[src/rtl/fetch_pc_gen.sv]
// Fetch-stage next-PC generator: owns the fetch PC, chooses redirect / predicted /
// sequential next address and registers each accepted fetch into the IF->ID slot.
module fetch_pc_gen #(
  parameter int unsigned           ADDR_WIDTH = 32,
  parameter logic [ADDR_WIDTH-1:0] RESET_PC   = 32'h1c000000
) (
  input  logic                  clk,
  input  logic                  rstn,
  input  logic                  stall,
  input  logic                  icReady,
  input  logic                  exVld,
  input  logic                  exWrong,
  input  logic [ADDR_WIDTH-1:0] exTarget,
  input  logic                  pdBranch,
  input  logic [ADDR_WIDTH-1:0] pdPC,
  input  logic                  pdReason,
  output logic                  ifVld,
  output logic [ADDR_WIDTH-1:0] ifPC,
  output logic                  idVld,
  output logic [ADDR_WIDTH-1:0] idPC,
  output logic [1:0]            idMask,
  output logic                  idPdBranch,
  output logic [ADDR_WIDTH-1:0] idPdPC,
  output logic                  idAdef,
  output logic                  flush
);

  typedef enum logic [1:0] {
    BOOT = 2'd0,
    RUN  = 2'd1,
    HOLD = 2'd2
  } state_e;

  state_e                  state_q, state_d;
  logic [ADDR_WIDTH-1:0]   pc_q, pc_d;
  logic                    flush_q, flush_d;
  logic                    id_vld_q, id_vld_d;
  logic [ADDR_WIDTH-1:0]   id_pc_q, id_pc_d;
  logic [1:0]              id_mask_q, id_mask_d;
  logic                    id_pdb_q, id_pdb_d;
  logic [ADDR_WIDTH-1:0]   id_pdpc_q, id_pdpc_d;
  logic                    id_adef_q, id_adef_d;

  logic                    redirect;
  logic                    accept;
  logic [ADDR_WIDTH-1:0]   pc_pair;
  logic [ADDR_WIDTH-1:0]   pc_seq;

  assign redirect = exVld & exWrong;
  assign ifVld    = (state_q != BOOT);
  assign accept   = ifVld & icReady & ~stall & ~redirect;
  assign pc_pair  = {pc_q[ADDR_WIDTH-1:3], 3'b000};
  assign pc_seq   = pc_pair + ADDR_WIDTH'(8);

  always_comb begin
    state_d = state_q;
    unique case (state_q)
      BOOT: state_d = RUN;
      RUN: begin
        if (redirect)                state_d = RUN;
        else if (stall || !icReady)  state_d = HOLD;
      end
      HOLD: begin
        if (redirect || (!stall && icReady)) state_d = RUN;
      end
      default: state_d = BOOT;
    endcase
  end

  always_comb begin
    pc_d    = pc_q;
    flush_d = redirect;
    if (redirect)      pc_d = exTarget;
    else if (!accept)  pc_d = pc_q;
    else if (pdBranch) pc_d = pdPC;
    else               pc_d = pc_seq;
  end

  // A redirect kills the slot even while stalled; otherwise stall freezes every field.
  always_comb begin
    id_vld_d  = id_vld_q;
    id_pc_d   = id_pc_q;
    id_mask_d = id_mask_q;
    id_pdb_d  = id_pdb_q;
    id_pdpc_d = id_pdpc_q;
    id_adef_d = id_adef_q;
    if (redirect) begin
      id_vld_d  = 1'b0;
      id_mask_d = 2'b00;
    end else if (stall) begin
      id_vld_d  = id_vld_q;
    end else if (accept) begin
      id_vld_d     = 1'b1;
      id_pc_d      = pc_pair;
      id_mask_d[0] = ~pc_q[2];
      id_mask_d[1] = ~(pdBranch & ~pdReason & ~pc_q[2]);
      id_pdb_d     = pdBranch;
      id_pdpc_d    = pdPC;
      id_adef_d    = |pc_q[1:0];
    end else begin
      id_vld_d  = 1'b0;
    end
  end

  always_ff @(posedge clk or negedge rstn) begin
    if (!rstn) begin
      state_q   <= BOOT;
      pc_q      <= RESET_PC;
      flush_q   <= 1'b0;
      id_vld_q  <= 1'b0;
      id_pc_q   <= '0;
      id_mask_q <= '0;
      id_pdb_q  <= 1'b0;
      id_pdpc_q <= '0;
      id_adef_q <= 1'b0;
    end else begin
      state_q   <= state_d;
      pc_q      <= pc_d;
      flush_q   <= flush_d;
      id_vld_q  <= id_vld_d;
      id_pc_q   <= id_pc_d;
      id_mask_q <= id_mask_d;
      id_pdb_q  <= id_pdb_d;
      id_pdpc_q <= id_pdpc_d;
      id_adef_q <= id_adef_d;
    end
  end

  assign ifPC       = pc_q;
  assign flush      = flush_q;
  assign idVld      = id_vld_q;
  assign idPC       = id_pc_q;
  assign idMask     = id_mask_q;
  assign idPdBranch = id_pdb_q;
  assign idPdPC     = id_pdpc_q;
  assign idAdef     = id_adef_q;

endmodule

[config.mk]
export PLATFORM = sky130hd
export DESIGN_NAME = fetch_pc_gen
export DESIGN_NICKNAME = d
export VERILOG_FILES = /design/src/rtl/fetch_pc_gen.sv
export SDC_FILE = /design/constraint.sdc
export NUM_CORES = 1
export LEC_CHECK = 0
export CAP_MARGIN = 20
export CORE_UTILIZATION = 50
export CTS_BUF_LIST = sky130_fd_sc_hd__clkbuf_4 sky130_fd_sc_hd__clkbuf_8
export DETAILED_ROUTE_END_ITERATION = 7
export PLACE_DENSITY = 0.87
export SLEW_MARGIN = 40
export SYNTH_ARGS = -nofsm -noshare
export SYNTH_HDL_FRONTEND = slang
export SYNTH_SLANG_ARGS = --single-unit
[constraint.sdc]
create_clock -name clk -period 3.3 [get_ports clk]
set_clock_uncertainty 0.05 [all_clocks]
set_input_delay 0.66 -clock clk [delete_from_list [all_inputs] [get_ports clk]]
set_output_delay 0.66 -clock clk [all_outputs]
set_load 0.05 [all_outputs]
Cells coloured by class:
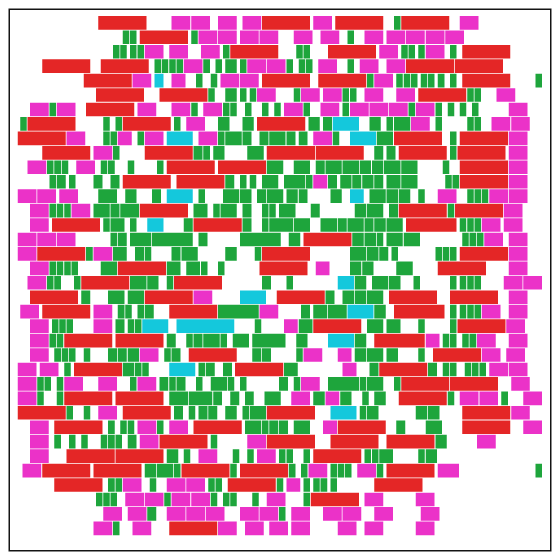
[remaining logic cells] green | cells: 432 | share of their area: 33%
[registers] red | cells: 101 | share of their area: 37%
[clock drivers and dummy loads] cyan | cells: 15 | share of their area: 2.9%
[remaining buffers and delay cells] magenta | cells: 182 | share of their area: 27%
fraction of area in registers: 0.3654
Site Rows: 36
Finished Core Util: 0.7152
Final Instance Area: 6927 um^2
core area: 9684 um^2

Signal metal coverage by tile:
Scale bar: 20 um. The die is cut into 20 by 20 equal tiles; dark blue is low, red is high, scaled to the fullest tile. Values are wire area over tile area, all layers added.
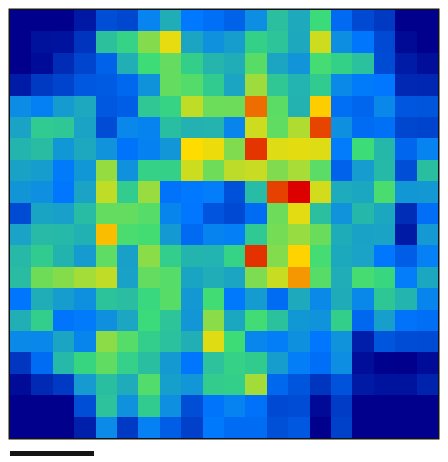
fullest tile: 0.69
emptiest ninth of the die: south-east
tiles over half the peak: 20%
DR vias: 4804
All-Layer GR Usage: 0.2927
Routed WL: 14.81 mm

Signal wires by layer:
Scale bar: 20 um.
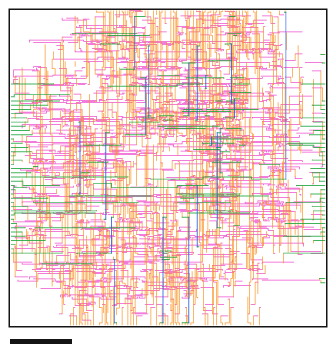
[M2] orange | wire length: 7320 um
[M4] blue | wire length: 401 um
[M3] green | wire length: 1150 um
[M1] magenta | wire length: 5930 um

Routing congestion:
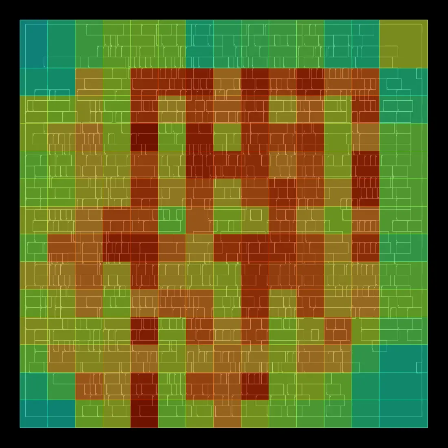
met3 Track Usage GR: 0.06349
gr busiest metal: met2

==> reports/results.tsv <==
metric	value	unit
status	complete, no violations	
p_clk_frac	0.119	
ys_chip_area	4970	um^2
top_cell_area_share	0.4935	
worst_setup_path_end_kind	output port	
p_switching	3.390	mW
layout_top_cells	nand2_1 (211), clkdlybuf4s50_1 (170), dfrtp_1 (98)	
dp_hpwl	10.62	mm
crit_path_start_kind	register	
slowest_stage	clkdlybuf4s50_1	
critPathRequiredTime	2.59	ns
seq_area	2531	um^2
timing.final.crit_period	2.623	ns
yosysTopAreaCell	dfrtp_1	
fin_tns_setup	0	ns
fill_cells	741	
syn-instance-count	570	
clk_path_buf_depth	2	
clkSinkCount	101	
antenna_cells	0	
gp_congestion	0.8523	
path_clk_slew	0.10	ns
log.warning_count	26	
cts_tree	built	
power.leakage	3.136	nW
path_buffers	2	
drtIter0Drc	323	
initCoreUtil	0.5132	
slew_viol_final	0	
cts_setup_buffers	0	
maxSlewHeadroom	0.6041	
edf_count	0	
pwr-share-seq	0.323	
postPlaceCellArea	6725	um^2
lay_top_count	nand2_1	
antenna_found_initial	0	
yosys_cells	570	
tightest_slew	0.5885	ns
dieArea	10340	um^2
powerDensity	968.8	nW/um^2
clkLatencyLatePin	0.36	ns
crit_type	reg2out	
grt_pass1_vias	4826	
crit_arrival	1.91	ns
maxCapViolations	0	
numSynthFlops	101	
dr.pass1.iters	5	
route.detailed.drc	0	
[power by group through the flow]
stage / Clock [mW] / Sequential, mW / Combinational (mW)
floorplan: 0 / 3.79 / 0.766
CTS: 0.807 / 2.16 / 3.75
detailed placement: 0 / 2.18 / 3.74
global route: 0.871 / 2.23 / 3.93
global placement: 0 / 2.15 / 3.67
finish: 0.800 / 2.17 / 3.74
[stage by stage]
| stage | instances | hold slack, ns | setup slack (ns) |
|---|---|---|---|
| after floorplan | 572 | 0.3144 | 1.076 |
| after global placement | 848 | 0.4076 | 0.6300 |
| after detailed placement | 848 | 0.4120 | 0.5989 |
| after CTS | 863 | 0.3536 | 0.6544 |
| after global routing | 863 | 0.2567 | 0.5650 |
| final | 863 | 0.2286 | 0.6774 |
[final cells by class]
type	instances	area share
inverter	6	0.003251
clock buffer	10	0.01987
multi-input combinational	426	0.3195
timing repair buffer	182	0.2592
sequential	101	0.3654
clock inverter	5	0.008671
tap	133	0.02402
[worst register-to-register path: cells and delay by family (launching register included)]
family                     cells  cell delay, ns
AOI/OAI and AO/OA              2            0.34
DFF                            1            0.47
and+or+nand+nor                3            0.92
adders and majority gates      1            0.24
[kinds of logic (layout without fill, tap and decap cells)]
kind of cell / count (synthesis) / count (layout) / share of synthesized area
and+or+nand+nor: 312 / 312 / 0.2815
muxes: 3 / 3 / 0.006043
adders and majority gates: 1 / 1 / 0.002517
xor gates and xnor gates: 21 / 21 / 0.03701
DFF: 101 / 101 / 0.5093
other: 1 / 3 / 0.0007546
AOI/OAI and AO/OA: 86 / 86 / 0.1151
buffers and inverters: 45 / 203 / 0.04783
[metal layers]
layer,share of wire,vias to the layer above,routed length (um),GRT usage
met2,0.49,240,7321,0.4880
li1,-,2226,-,-
met4,0.027,0,400,0.1148
met5,0,-,0,0
met3,0.078,41,1154,0.06349
met1,0.40,2297,5934,0.3724
[cells in the mapped netlist (7+ instances only)]
library cell,count
o21ai_0,16
clkbuf_1,23
dfrtp_1,98
xor2_1,17
nor2_1,30
a21oi_1,26
nand4_1,8
nand3_1,14
nor3_1,7
o221ai_1,12
nand2_1,212
and3_1,23
[worst paths after layout]
path | end | cells after the start | slack, ns | startpoint
worst max-delay path | ifVld | 3 | 0.68 | state_q[0]$_DFFE_PN0P_
worst min register to register | idPC[20]$_DFFE_PN0P_ | 2 | 0.43 | idPC[20]$_DFFE_PN0P_
min in group clk | idPC[20]$_DFFE_PN0P_ | 2 | 0.43 | idPC[20]$_DFFE_PN0P_
worst max register to register | ifPC[15]$_DFFE_PN0P_ | 6 | 1.18 | ifPC[3]$_DFFE_PN0P_
worst min-delay path | ifPC[20]$_DFFE_PN0P_ | 1 | 0.23 | rstn
max in group asynchronous | ifPC[26]$_DFFE_PN1P_ | 2 | 2.22 | rstn
[state kept, by name (all words and copies together) (netlist names)]
signal and cells:
idPdPC 32, ifPC 32, idPC 29, idMask 2, state_q 2, flush 1, idAdef 1, idPdBranch 1
idVld 1
No activity file was given, so power comes from the tool's default toggle rates.
